File: src/rtl/acc_sched_pkg.sv
// Shared definitions for the accumulator command scheduler:
// command encoding and scheduler FSM state type.
package acc_sched_pkg;

    localparam int unsigned CMD_W = 3;

    // Codes 6 and 7 are reserved and behave as READ.
    typedef enum logic [CMD_W-1:0] {
        CMD_READ = 3'd0,
        CMD_CLR  = 3'd1,
        CMD_SET  = 3'd2,
        CMD_LOAD = 3'd3,
        CMD_ADD  = 3'd4,
        CMD_INC  = 3'd5,
        CMD_RSV6 = 3'd6,
        CMD_RSV7 = 3'd7
    } cmd_e;

    typedef enum logic [1:0] {
        ST_IDLE  = 2'd0,
        ST_ISSUE = 2'd1,
        ST_WAIT  = 2'd2,
        ST_RESP  = 2'd3
    } state_e;

endpackage

File: src/rtl/acc_sched_rr_arbiter.sv
// Round-robin arbiter for acc_sched.
// Ports:
//   i_clk, i_reset : clock, synchronous active-high reset
//   req            : per-requester request vector
//   upd            : when high and a request is present, pointer moves to the winner
//   grant_c        : one-hot grant (combinational)
//   idx_c          : index of the granted requester (combinational)
//   any_c          : at least one request present (combinational)
module rr_arbiter #(
    parameter  int unsigned NREQ = 4,
    localparam int unsigned IW   = $clog2(NREQ)
) (
    input  logic            i_clk,
    input  logic            i_reset,
    input  logic [NREQ-1:0] req,
    input  logic            upd,
    output logic [NREQ-1:0] grant_c,
    output logic [IW-1:0]   idx_c,
    output logic            any_c
);

    logic [IW-1:0] ptr;

    // Last granted index; resets to NREQ-1 so requester 0 wins first.
    always_ff @(posedge i_clk) begin
        if (i_reset) begin
            ptr <= IW'(NREQ - 1);
        end else if (upd && any_c) begin
            ptr <= idx_c;
        end
    end

    // Search starts one past the last grant and wraps around.
    always_comb begin
        int unsigned   k;
        logic [IW-1:0] kidx;
        grant_c = '0;
        idx_c   = '0;
        any_c   = 1'b0;
        k       = 0;
        kidx    = '0;
        for (int unsigned i = 1; i <= NREQ; i++) begin
            k = 32'(ptr) + i;
            if (k >= NREQ) begin
                k = k - NREQ;
            end
            kidx = IW'(k);
            if (!any_c && req[kidx]) begin
                any_c         = 1'b1;
                idx_c         = kidx;
                grant_c[kidx] = 1'b1;
            end
        end
    end

endmodule

File: src/rtl/acc_sched.sv
// Accumulator command scheduler: arbitrates NREQ requesters round-robin,
// issues one command at a time to an external accumulator and returns its
// post-command value.
// Ports:
//   i_clk, i_reset        : clock, synchronous active-high reset
//   i_req/i_cmd/i_data    : per-requester request, 3-bit command, W-bit operand
//   o_ack                 : one-hot accept pulse
//   o_rvalid/o_rid/o_result : result pulse, owning requester, accumulator value
//   o_acc_*               : accumulator strobes and operand
//   i_acc                 : accumulator readback
module acc_sched
    import acc_sched_pkg::*;
#(
    parameter  int unsigned W    = 16,
    parameter  int unsigned NREQ = 4,
    localparam int unsigned IW   = $clog2(NREQ)
) (
    input  logic                 i_clk,
    input  logic                 i_reset,
    input  logic [NREQ-1:0]      i_req,
    input  logic [CMD_W*NREQ-1:0] i_cmd,
    input  logic [W*NREQ-1:0]    i_data,
    output logic [NREQ-1:0]      o_ack,
    output logic                 o_rvalid,
    output logic [IW-1:0]        o_rid,
    output logic [W-1:0]         o_result,
    output logic                 o_acc_reset,
    output logic                 o_acc_set,
    output logic                 o_acc_load,
    output logic                 o_acc_add,
    output logic                 o_acc_inc,
    output logic [W-1:0]         o_acc_val,
    input  logic [W-1:0]         i_acc
);

    state_e            state;
    logic [IW-1:0]     win_q;
    logic [NREQ-1:0]   arb_grant;
    logic [IW-1:0]     arb_idx;
    logic              arb_any;
    logic              arb_upd;
    logic [CMD_W-1:0]  sel_cmd;
    logic [W-1:0]      sel_data;

    assign arb_upd = (state == ST_IDLE);

    rr_arbiter #(
        .NREQ (NREQ)
    ) u_rr_arbiter (
        .i_clk   (i_clk),
        .i_reset (i_reset),
        .req     (i_req),
        .upd     (arb_upd),
        .grant_c (arb_grant),
        .idx_c   (arb_idx),
        .any_c   (arb_any)
    );

    // Command/operand mux for the arbitration winner.
    always_comb begin
        sel_cmd  = '0;
        sel_data = '0;
        for (int unsigned k = 0; k < NREQ; k++) begin
            if (arb_idx == IW'(k)) begin
                sel_cmd  = i_cmd[k*CMD_W +: CMD_W];
                sel_data = i_data[k*W +: W];
            end
        end
    end

    // Outputs are registered on entry to the state in which they are
    // visible, so o_ack shows during ISSUE and o_rvalid during RESP.
    always_ff @(posedge i_clk) begin
        if (i_reset) begin
            state       <= ST_IDLE;
            win_q       <= '0;
            o_ack       <= '0;
            o_rvalid    <= 1'b0;
            o_rid       <= '0;
            o_result    <= '0;
            o_acc_val   <= '0;
            o_acc_reset <= 1'b1;
            o_acc_set   <= 1'b0;
            o_acc_load  <= 1'b0;
            o_acc_add   <= 1'b0;
            o_acc_inc   <= 1'b0;
        end else begin
            o_ack       <= '0;
            o_rvalid    <= 1'b0;
            o_acc_reset <= 1'b0;
            o_acc_set   <= 1'b0;
            o_acc_load  <= 1'b0;
            o_acc_add   <= 1'b0;
            o_acc_inc   <= 1'b0;
            case (state)
                ST_IDLE: begin
                    if (arb_any) begin
                        win_q     <= arb_idx;
                        o_ack     <= arb_grant;
                        o_acc_val <= sel_data;
                        case (cmd_e'(sel_cmd))
                            CMD_CLR:  o_acc_reset <= 1'b1;
                            CMD_SET:  o_acc_set   <= 1'b1;
                            CMD_LOAD: o_acc_load  <= 1'b1;
                            CMD_ADD:  o_acc_add   <= 1'b1;
                            CMD_INC:  o_acc_inc   <= 1'b1;
                            default:  ;
                        endcase
                        state <= ST_ISSUE;
                    end
                end
                ST_ISSUE: state <= ST_WAIT;
                ST_WAIT: begin
                    // Accumulator has absorbed the strobe by now.
                    o_rvalid <= 1'b1;
                    o_rid    <= win_q;
                    o_result <= i_acc;
                    state    <= ST_RESP;
                end
                ST_RESP: state <= ST_IDLE;
                default: state <= ST_IDLE;
            endcase
        end
    end

endmodule

File: config.mk
export PLATFORM = sky130hd
export DESIGN_NAME = acc_sched
export DESIGN_NICKNAME = d
export VERILOG_FILES = /design/src/rtl/acc_sched_pkg.sv /design/src/rtl/acc_sched_rr_arbiter.sv /design/src/rtl/acc_sched.sv
export SDC_FILE = /design/constraint.sdc
export NUM_CORES = 1
export LEC_CHECK = 0
export CELL_PAD_IN_SITES_DETAIL_PLACEMENT = 1
export CELL_PAD_IN_SITES_GLOBAL_PLACEMENT = 2
export CORE_ASPECT_RATIO = 1.1
export CORE_MARGIN = 10
export CORE_UTILIZATION = 25
export CTS_CLUSTER_SIZE = 14
export DETAILED_ROUTE_END_ITERATION = 12
export PLACE_DENSITY_LB_ADDON = 0.1
export SLEW_MARGIN = 40
export SYNTH_ARGS = -nofsm -noshare
export SYNTH_HDL_FRONTEND = slang
export SYNTH_SLANG_ARGS = --single-unit
File: constraint.sdc
create_clock -name i_clk -period 4.9 [get_ports i_clk]
set_input_delay 0.735 -clock i_clk [delete_from_list [all_inputs] [get_ports i_clk]]
set_output_delay 0.735 -clock i_clk [all_outputs]
set_load 0.05 [all_outputs]
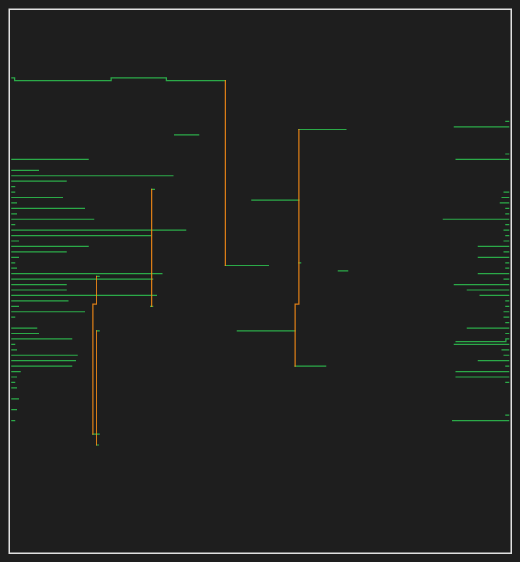
Figure 1: run 1, signal wires by layer.
(4 px per µm) Two of the layers only.
colour	layer	wire length
green	M3	839 µm
orange	M4	205 µm
total length of routed wires: 12.34 mm
Avg WL per Cell: 19.62 µm

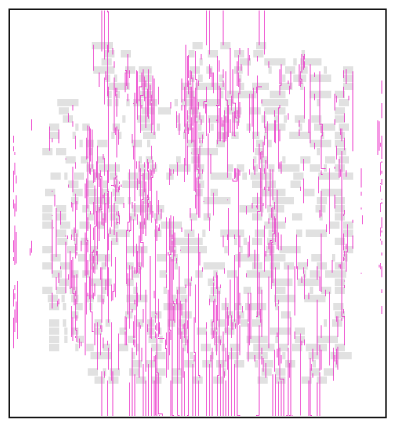
Figure 2: run 1, signal wires on met2.
(3 px per µm) Cells faint in the background.
wire length on this layer	5840 µm
longest straight run	60.5 µm
nets with wire on the layer	511
main direction	vertical
vias: 3164
fraction of met2 tracks used by global routing: 0.2362

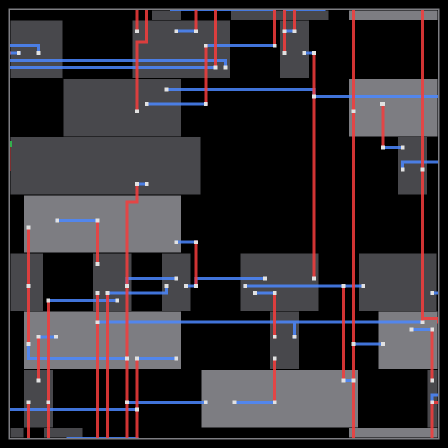
Figure 3: run 1, zoomed window.
Region (84, 92) to (104, 112) µm. Cells in grey, sequential cells in the stronger grey; small squares are vias.
colour	layer
blue	M1
green	M3
red	M2
cells with their middle in the window	16
sequential cells in the window	4
most frequent	dfxtp_1 (4), nor2_1 (3), nand2_1 (2)

==> run summary, run 1 <==
Reports from this run.

- The sequential element share of the synthesized area reads 0.3295.
- The clock-pin slew on the worst setup and hold paths is 0.07 ns.
- The logic area reads 1760 µm².
- Hold analysis lists the worst path endpoint as win_q[1]$_SDFFE_PP0P_.
- By count the netlist is led by sky130_fd_sc_hd__a211oi_1 (65), sky130_fd_sc_hd__dfxtp_1 (50), sky130_fd_sc_hd__inv_1 (42).
- The share of the synthesized area in the top cell type is 0.3295.
- The ratio of total power to cell area reads approximately 600 nW/µm².
- The flow ran to the end, and the final reports show no timing, DRC or antenna violations.
- The dominant non-sequential cell family after synthesis reads AND-OR/OR-AND gates.
- The clock sink count reads 50.
- The number of clock buffers added by TritonCTS is 5.
- The count of final max-slew check failures is 0.
- The overall chip area reads 16970 µm².
- The critical path startpoint category is a primary input.
- According to the I/O placement log, the pin count is around 140.
- The design area reads between 4000 and 5000 µm².
- The finished layout reports a core utilization of 0.3965.
- Per the STA report, the cell with the highest stage delay on the worst path is sky130_fd_sc_hd__clkdlybuf4s50_1.
- The worst reg-to-reg path cell count reads 8.
- The chip area from the yosys synthesis statistics is 3038 µm².
- According to the floorplan report, the die height is between 100 and 150 µm.
- The worst hold slack reads 0.4563 ns.
- Setup repair after global routing left no endpoint under its margin.
- The post-CTS hold buffer count recorded in the log is 0.
- The count of instances resized after the clock tree is built is 0.
- The maximum resistive drop on vdd reads around 270 µV.
- The critical path goes through clkdlybuf4s50_1, nor2_1, and4_1, nor3_4, buf_4, a21o_1, mux4_2, nor4b_1.
- The area of the placeable core is ~12000 µm².
- The cell-mix breakdown from Yosys lists the XOR/XNOR area share as 0.
- The routability congestion estimate from global placement is about 0.8.
- The basic-gate share of the synthesized area counting and, or, nand and nor cells reads 0.1252.
- The measured slew at the worst slew-check pin is around 0.73 ns.
- The fraction of power consumed by the clock network is 0.145.
- The startpoint of the lowest-slack register-to-register path is u_rr_arbiter.ptr[1]$_SDFFE_PP1P_.
- The placement-stage worst setup slack is between 0.8 and 0.9 ns.
- The number of cells in the finished layout apart from fillers reads approximately 630.
- Counting only logic cells after layout, the most numerous master is sky130_fd_sc_hd__clkdlybuf4s50_1.
- The OpenROAD warning count is 35.
- The synthesized-area fraction occupied by adder cells is 0.04530.
- The area fraction in compound gates reads 0.2768.
- The number of register bits inferred by synthesis is about 50.
- Per the detail_route report, DRC violations left total 0.
- Endpoints with negative setup slack in the final report add up to 0.
- Of the total power, registers draw 0.222.
- The average via count per standard cell reads around 5.0.
- The largest registers in the layout are o_acc_val: 16 flops, o_result: 16 flops, o_ack: 4 flops.
- The wire length of the first global-routing pass is just under 20 mm.
- The clock tree from TritonCTS is built.
- The number of different library cells in the post-synthesis netlist reads about 47.
- In the log, the iteration count for the first detailed-route pass is 6.
- The worst setup path is captured at a flip-flop.
- The dominant register cell in the synthesized netlist is sky130_fd_sc_hd__dfxtp_1.
- The script reports the combined buffer and inverter count of the critical path as 2.
- The net count of the mapped netlist is 462.
- Yosys attributes the largest share of cell area to sky130_fd_sc_hd__dfxtp_1 (33%), sky130_fd_sc_hd__a211oi_1 (16%), sky130_fd_sc_hd__mux2i_1 (7.2%).
- The worst max-slew margin expressed relative to the limit is 0.5131.
- The cell type with the largest total area after synthesis is sky130_fd_sc_hd__dfxtp_1.
- The internal power summed over all cells is 0.001450 W.
- Yosys mapped a number of flops with a built-in enable equal to 0.
- In the global route stage, overall resource usage came out at 0.1432.
- The peak per-stage delay on the critical path is 0.83 ns.
- Of the post-synthesis cell area, the part taken by muxes is 0.1207.
- The maximum buffer depth of the clock tree reads 2.
- The number of input and output port buffers inserted reads approximately 140.
- The combinational cell fraction of total power reads 0.633.
- The post-route clock skew is between 0.015 and 0.02 ns.
- The final hold violation count recorded for this run is 0.
- The final critical-path share of the clock period is 0.7549.
- The iteration-0 DRC count of the detailed router is about 140.
- Subtracting the final worst setup slack from the clock period gives roughly 3.7 ns.
- The cell area after placement is about 4600 µm².
- The most frequent cell after synthesis is sky130_fd_sc_hd__a211oi_1.
- The floorplan step records an initial core utilization of 0.2536.
- Entering global routing, the biggest net connects 35 pins.
- Per the hold report, the tightest min-delay path originates at win_q[1]$_SDFFE_PP0P_.
- In this run the register-to-register setup slack is 1.41 ns.
- The total congestion overflow reads 0.
- The type of the most critical hold path reads reg -> reg.
- The largest delay contributor family on the critical path reads buffers and inverters.
- The detailed placer's ending HPWL reads between 9 and 10 mm.
run 1: area by class of cell:
class,instances,share of cell area
clock buffer,5,0.02634
clock inverter,3,0.009218
inverter,45,0.03555
multi-input combinational,224,0.3706
sequential,50,0.2107
tap,154,0.04056
timing repair buffer,148,0.3071
run 1: layer usage:
| metal | track usage | part of all wire |
|---|---|---|
| met5 | 0 | 0 |
| met1 | 0.1727 | 0.44 |
| met4 | 0.04097 | 0.017 |
| met2 | 0.2362 | 0.47 |
| met3 | 0.04973 | 0.068 |
run 1: power groups by stage:
stage,clock network [W],registers (W),logic (W)
floorplan,0,0.00101,0.000873
global route,0.000442,0.000648,0.00195
global placement,0,0.000635,0.00180
finish,0.000411,0.000631,0.00180
CTS,0.000426,0.000633,0.00183
detailed placement,0,0.000640,0.00182
Figure 4. Clock wiring as the flow saved it (run 1).
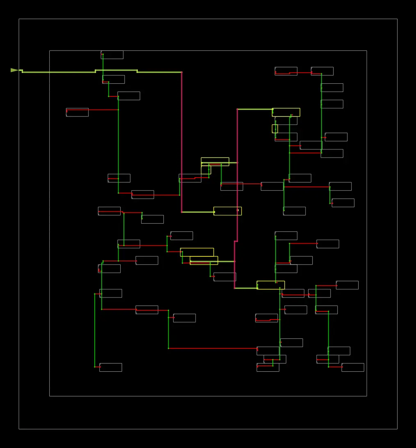

--- run 2 (diff from run 1) ---
- CORE_UTILIZATION: 25 -> 21
- clock period: 4.9 -> 3 ns (I/O delays scaled with it)
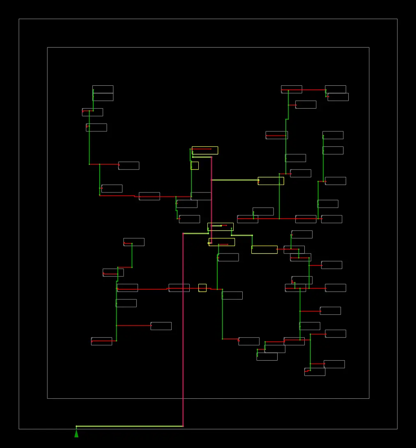
Figure 5: run 2, clock wiring as the flow saved it.
clock distribution power: 0.000551 W
clock buffer count in the final layout: 5
clock sinks: 50
source-to-sink clock delay at the later pin of the worst-skew pair: 0.29 ns
clock buffer count from CTS: 5

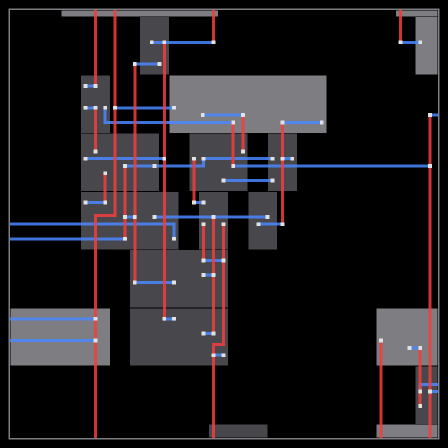
Figure 6: run 2, zoomed window.
Region (91, 100) to (111, 120) µm. Cells in grey, sequential cells in the stronger grey; small squares are vias.
colour	layer
red	M2
blue	M1
netlist names of flops here include	`state` (1), `u_rr_arbiter.ptr` (1)
sequential cells in the window	2
cells with their middle in the window	13
most frequent	nor2_1 (4), ha_1 (3), inv_1 (2)

==> run summary, run 2 <==
Reports from this run.

- The largest delay contributor family on the critical path is simple AND/OR/NAND/NOR gates.
- The peak per-stage delay on the critical path is 0.57 ns (-0.26 ns).
- The hold violation total from the final report reads 0 (unchanged).
- The number of cells in the finished layout apart from fillers reads 683 (+8.6%).
- The clock tree from TritonCTS is built.
- The OpenROAD warning count is 35 (unchanged).
- The number of buffers other than clock buffers in the final layout came to 164 (+11%).
- The cell type with the largest total area after synthesis is sky130_fd_sc_hd__dfxtp_1.
- The share of the core filled with cells in the final layout came to 0.3432 (-0.05331).
- The dominant register cell in the synthesized netlist is sky130_fd_sc_hd__dfxtp_1.
- The worst hold slack reads 0.4586 ns (+0.002283 ns).
- The clock network contribution to total cell area came to 0.02849 (-0.007063).
- The slowest stage of the critical path belongs to the cell sky130_fd_sc_hd__mux4_2.
- The synthesis report lists the most area-consuming cells as sky130_fd_sc_hd__dfxtp_1 (33%), sky130_fd_sc_hd__a211oi_1 (16%), sky130_fd_sc_hd__mux2i_1 (7.2%).
- The cell area after placement reads 4775 µm² (+4.2%).
- The wire length of the first global-routing pass reads 19.92 mm (+1.5%).
- The worst setup path is captured at a flip-flop.
- The power dissipated in sequential cells came to 0.00102 W (+62%).
- The clock-pin slew on the worst setup and hold paths came to 0.06 ns (about the same).
- The tap cell instance count is 192 (+25%).
- The ratio of total power to cell area reads 950.5 nW/µm² (+59%).
- Per the timing report, the most critical flop-to-flop path originates at u_rr_arbiter.ptr[1]$_SDFFE_PP1P_.
- The count of final max-slew check failures is 0 (unchanged).
- The final wirelength reads 12.60 mm (+2.1%).
- The power group with the highest consumption is combinational cells.
- The highest attainable clock frequency is between 0.3 and 0.4 GHz.
- The flop share of the area reads 0.2038 (-0.006928).
- The worst max-slew margin expressed relative to the limit is 0.5764 (+0.06335).
- The number of register bits inferred by synthesis is 50 (unchanged).
- The iteration-0 DRC count of the detailed router reads 90 (-35%).
- The maximum resistive drop on vdd is 375.6 µV (+38%).
- The routed length per instance came to 18.45 µm (-6.0%).
- The multi-input logic portion of the cell area is 0.3569 (-0.01365).
- Walking the worst path, the cells encountered are inv_1, ha_1, inv_1, nand2_1, a221o_1, nand3_2, mux4_2, nor4b_1.
- The number of buffer and inverter instances along the worst setup path reads 2 (unchanged).
- The detailed placer's ending HPWL is 9.989 mm (+6.4%).
- After synthesis, the most frequently instantiated cells are sky130_fd_sc_hd__a211oi_1 (65), sky130_fd_sc_hd__dfxtp_1 (50), sky130_fd_sc_hd__inv_1 (42).
- The dominant logic cell type in the layout is sky130_fd_sc_hd__clkdlybuf4s50_1.
- The leading cell category by total area is combinational gates.
- The share of final layout cell area taken by non-clock buffers reads 0.3271 (+0.02006).
- The die span in x reads 134.7 µm.
- The worst reg-to-reg path cell count reads 8 (unchanged).
- The net count of the mapped netlist was 462 (unchanged).
- The measured slew at the worst slew-check pin came to 0.6354 ns (-0.09502 ns).
- The area of the placeable core is 14330 µm² (+20%).
- Setup repair after global routing left no endpoint under its margin.
- The registers reported with the highest flop counts are o_acc_val: 16 flops, o_result: 16 flops, o_ack: 4 flops.
- The logic area is 1755 µm² (-0.28%).
- The most frequent cell after synthesis reads sky130_fd_sc_hd__a211oi_1.
- The worst setup slack for register-to-register paths reads 0.24 ns (-1.17 ns).
- The initial standard-cell utilization of the core reads 0.2120 (-0.04157).
- The final routed DRC violation total is 0 (unchanged).
- The overall chip area came to 19680 µm² (+16%).
- The design area is 4918 µm² (+3.5%).
- The number of input and output port buffers inserted came to 141 (unchanged).
- The critical path startpoint category reads a flip-flop.
- The combinational cell fraction of total power is 0.665 (+0.032).
- The count of flip-flops with a built-in enable after synthesis reads 0 (unchanged).
- The share of the synthesized area in the top cell type reads 0.3295 (unchanged).
- The internal power summed over all cells was 0.002396 W (+65%).
- The fraction of power consumed by the clock network is 0.118 (-0.027).
- The largest net degree at the start of global routing is 34 (-2.9%).
- The maximum buffer depth of the clock tree came to 2 (unchanged).
- The total vias in the final route reads 3163 (-0.032%).
- The detailed-router iteration count before antenna repair came to 5 (-1).
- The global routing usage summed across all routing layers was 0.1265 (-0.01669).
- The time the worst path needs with I/O delays and setup reads approximately 2.8 ns.
- The placement-stage worst setup slack reads -0.05864 ns (-0.8715 ns).
- The I/O pin total is 142 (unchanged).
- The number of logic gates was 224 (unchanged).
- The flow ran to the end, and the final reports show no timing, DRC or antenna violations.
- The hold path startpoint is win_q[1]$_SDFFE_PP0P_.
- The final setup violation count is 0 (unchanged).
- The tree is rooted in a sky130_fd_sc_hd__clkbuf_16.
- The total number of sequential cells was 50 (unchanged).
- The type of the most critical hold path reads reg -> reg.
- The power in combinational cells is 0.00311 W (+73%).
- The vertical die size is 146.1 µm (+7.8%).
- The post-route clock skew is 0.006914 ns (-0.008683 ns).
- The routability congestion estimate from global placement is 0.7528 (-5.2%).
- The number of different library cells in the post-synthesis netlist is 47 (unchanged).
- The sequential fraction of design power is 0.217 (-0.005).
[run 2: metal layers]
layer	vias up	share of wire	global-route usage
met5	-	0	0
met2	100	0.48	0.2154
met3	8	0.075	0.04221
met4	0	0.012	0.03377
li1	1563	-	-
met1	1492	0.43	0.1473
[run 2: cells by family (layout without fill, tap and decap cells)]
group	after synthesis	count (layout)	share of synthesized area
AOI/OAI and AO/OA	108	108	0.2768
buffers and inverters	79	216	0.1026
and+or+nand+nor	75	75	0.1252
DFF	50	50	0.3295
muxes	30	30	0.1207
adders and majority gates	11	11	0.04530
other	0	1	0
[run 2: repair_timing]
| item | in CTS | in global routing |
|---|---|---|
| setup buffers | 0 | 0 |
| setup endpoints to repair | 0 | 3 |
| gates resized | 0 | 1 |
Figure 7. Signal wires on met2 (run 2).
(2 px per µm) Cells faint in the background.
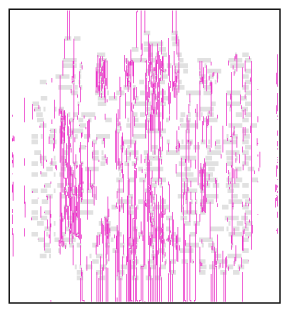

--- run 3 (diff from run 2) ---
- CORE_UTILIZATION: 21 -> 23
- RECOVER_POWER: not set -> 50
- clock period: 3 -> 2.71 ns (I/O delays scaled with it)
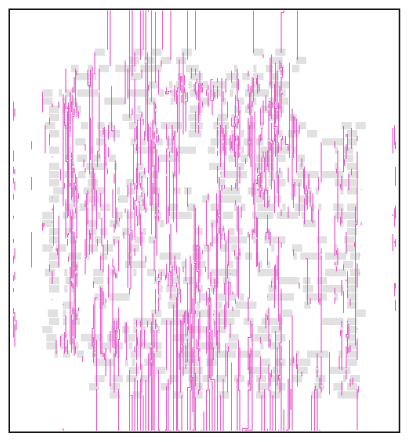
Figure 8: run 3, signal wires on met2.
(3 px per µm) Cells faint in the background.
longest straight run	62.2 µm
main direction	vertical
wire length on this layer	6520 µm
share of all routed wire	52%
vias: 3270
fraction of met2 tracks used by global routing: 0.2451

==> run summary, run 3 <==
Reports from this run.

- The run finished with clean final reports.
- The final wirelength reads 12.56 mm (-0.38%).
- The met1 demand-to-capacity share in global routing is 0.1459 (-0.001446).
- The iteration-0 DRC count of the detailed router is 78 (-13%).
- The detailed placer's ending HPWL reads 9.866 mm (-1.2%).
- The sequential fraction of design power is 0.206 (-0.011).
- The internal power summed over all cells is 0.002726 W (+14%).
- The ratio of total power to cell area is 1058 nW/µm² (+11%).
- The cell area after placement is 4847 µm² (+1.5%).
- The routability congestion estimate from global placement is 0.8420 (+12%).
- The I/O pin total came to 142 (unchanged).
- The global routing usage summed across all routing layers reads 0.1343 (+0.007721).
- The final setup violation count reads 0 (unchanged).
- The number of buffers created by CTS came to 5 (unchanged).
- Per STA, the worst path is made up of clkdlybuf4s50_1, buf_4, inv_2, or3_1, a2111oi_4, a21o_4, mux4_2, o41ai_2.
- The master cell of the clock root buffer reads sky130_fd_sc_hd__clkbuf_16.
- The power dissipated in sequential cells reads 0.00110 W (+8%).
- The highest attainable clock frequency is 0.3803 GHz.
- The share of the synthesized area in the top cell type is 0.3295 (unchanged).
- Looking at the global route congestion table, the highest-usage layer is met2.
- The worst register-to-register path begins at u_rr_arbiter.ptr[0]$_SDFFE_PP1P_.
- The top metal layer carrying routed signals reads met4.
- The clock sink count is 50 (unchanged).
- The hold path startpoint reads win_q[0]$_SDFFE_PP0P_.
- The final routed DRC violation total is 0 (unchanged).
- The share of the core filled with cells in the final layout reads 0.3955 (+0.05235).
- The net count of the mapped netlist is 462 (unchanged).
- The wire length of the first global-routing pass is 19.49 mm (-2.2%).
- The count of flip-flops with a built-in enable after synthesis reads 0 (unchanged).
- The worst-path cell with the longest stage delay is sky130_fd_sc_hd__clkdlybuf4s50_1.
- The fraction of power consumed by the clock network was 0.127 (+0.009).
- The combinational cell fraction of total power reads 0.667 (+0.002).
- The critical path startpoint category reads a primary input.
- The placement-stage worst setup slack came to -0.4390 ns (-0.3803 ns).
- Sorting the synthesized cells by how often they occur yields sky130_fd_sc_hd__a211oi_1 (65), sky130_fd_sc_hd__dfxtp_1 (50), sky130_fd_sc_hd__inv_1 (42).
- The vertical die size came to 140.5 µm (-3.8%).
- The design area came to 5044 µm² (+2.5%).
- The wire length on met3 is 834 µm (-12%).
- The dominant logic cell type in the layout is sky130_fd_sc_hd__clkdlybuf4s50_1.
- The met1 layer wirelength in the final routing is 5.097 mm (-6.2%).
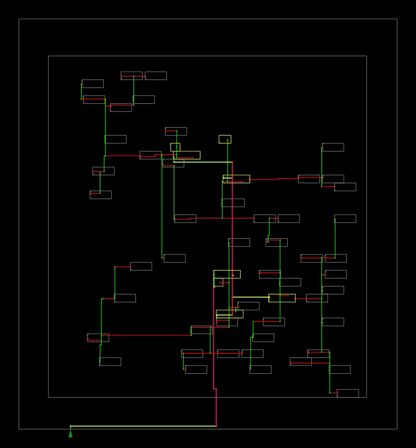
Figure 9: run 3, clock wiring as the flow saved it.
Clock Skew: 0.009248 ns
clock distribution power: 0.000676 W

run 3: cell counts after synthesis:
Identical to the previous run, type by type.
run 3: area by class of cell:
type / instances / area share
Tap cell: 157 / 0.03895
Multi-Input combinational cell: 224 / 0.3557
Timing Repair Buffer: 181 / 0.3426
Inverter: 45 / 0.03349
Sequential cell: 50 / 0.1987
Clock inverter: 3 / 0.005706
Clock buffer: 5 / 0.02481
run 3: kinds of logic (layout without fill, tap and decap cells):
| kind of cell | count (synthesis) | after routing | share of synthesized area |
|---|---|---|---|
| compound gates | 108 | 108 | 0.2768 |
| fa+ha+maj | 11 | 11 | 0.04530 |
| buf+inv | 79 | 234 | 0.1026 |
| flops | 50 | 50 | 0.3295 |
| mux | 30 | 30 | 0.1207 |
| simple gates | 75 | 75 | 0.1252 |
Power is estimated from default activity; no workload was simulated.
